Design data_mem_arbiter_flat, sky130hd; sources not shown.
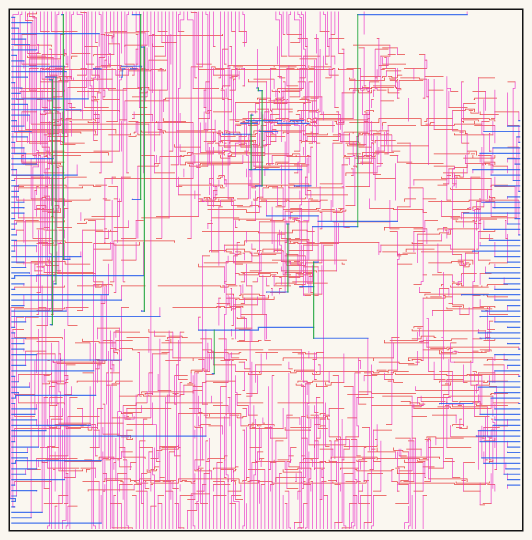
Figure 1: routed metal, one colour a layer.
(4 px per um)
Green shows met4, wire length 424 um. Blue shows met3, wire length 1,300 um. Red shows met1, wire length 5,760 um. Magenta shows met2, wire length 9,690 um.
Vias: 4,811
WL per Instance: 16.5 um

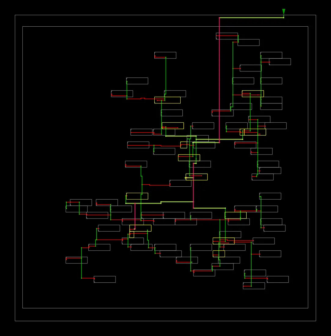
Figure 2: clock routing.
Seq Cell Count: 71
clk_lat worst skew: 0.33 ns
clkbuf count: 10

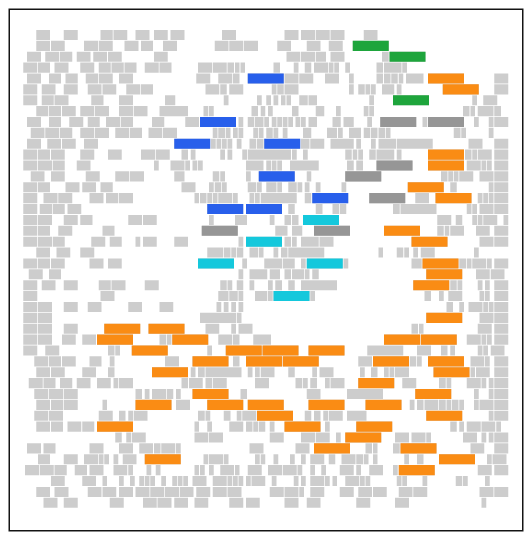
Figure 3: sequential cells coloured by netlist name.
(4 px per um) Other sequential cells in the stronger grey, the rest of the logic in the fainter grey.
Green shows `u_core.cpuWait`, placed flops 3. Blue shows `u_core.burstAddr`, placed flops 8. Cyan shows `u_core.beatsLeft`, placed flops 5, where centre. Orange shows `u_core.bus.dmaReadData`, placed flops 48.
Another 7 sequential cells are not coloured.
Flop area: 0.00178 mm^2
Seq/total area: 22.7%
Seq power: 0.675 mW

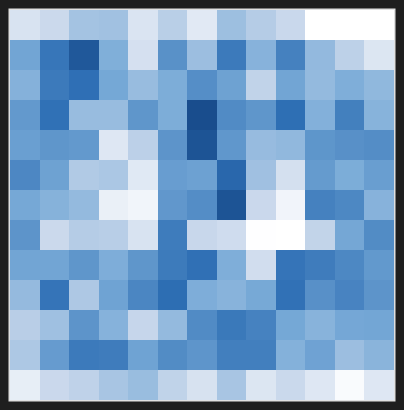
Figure 4: cell density map.
(3 px per um) 13 x 13 tiles, from white (low) to dark blue (high), 0 to 100% covered.
3.6% of the tiles are over 75% full. The fullest tile reaches 88%. The mean over all tiles is 46%. 3.0% of the tiles are nearly empty.
core area: 0.0145 mm^2
fp util: 28.5%
post-layout util: 54.0%

==> deck_impl_summary.md <==
Physical Implementation Snapshot

STA
  – Period utilization: 94.6%
  – Post-route setup slack: 0.398 ns
  – FMAX: 144 MHz
  – Worst hold margin: 0.476 ns
  – Clock Skews: 0.00766 ns
  – RSZ-0062 raised after global routing: no

Min path
  – Hold path cells: 2

Yosys
  – Biggest area cells: dfrtp_1, nand2_1, a22o_1
  – Post-synth ARST share: 100%
  – Yosys Chip Area: 0.00414 mm^2
  – Synth Seq Share: 43.0%
  – Distinct lib cells used: 31
  – FA/HA/MAJ Cells, Area Fraction: 2.72%
  – Post-Syn Area per Cell: 7.66 um^2

Power
  – Post-route total power: between 2 and 3 mW
  – Pleak: approximately 3.5 nW
  – Internal power: 1.66 mW
  – Reg power frac: roughly 25%

Layout
  – Largest register FFs: 48
  – Layout fillers: around 1,400
  – Total Nets Final: 1,034
  – ClkCell Share: 3.65%
  – Inverters: about 71

Detailed routing
  – Wl on met1: 5.76 mm
  – Post-DR vias/cell: 4.62
  – Max layer used: met4
  – Detailed Route WL: between 15 and 20 mm
  – Starting DRT DRC Count: 271
  – ANT nets after route: 0

Setup path
  – Critical path arrival: 4.73 ns
  – CP Max Fanout: 30
  – CP Buf/Inv Count: 4
  – Reg2Reg Setup Slack: between 4 and 5 ns
  – Reg2Reg Depth: 11
  – CP Class: input port to output pin
  – Critical path required time: 5.13 ns

Run status
  – Status: finished, final reports clean

Clock tree
  – Reg clk slew, reported paths: 0.06 ns
  – CTS tree: built
  – Hold_buf cts: 0

Global route
  – Largest net degree at the start of global routing: 72
  – Met1 usage in global routing: 18.9%
  – GRT Util Overall: between 20 and 25%
  – Met3 Resource Use GR: 5.12%
  – Vias in the first global route: 4,769

Floorplanning
  – I/O Pins: 329
  – Chip Area: 0.0166 mm^2
Power figures rest on the tool's default switching activity, not on a simulated workload.
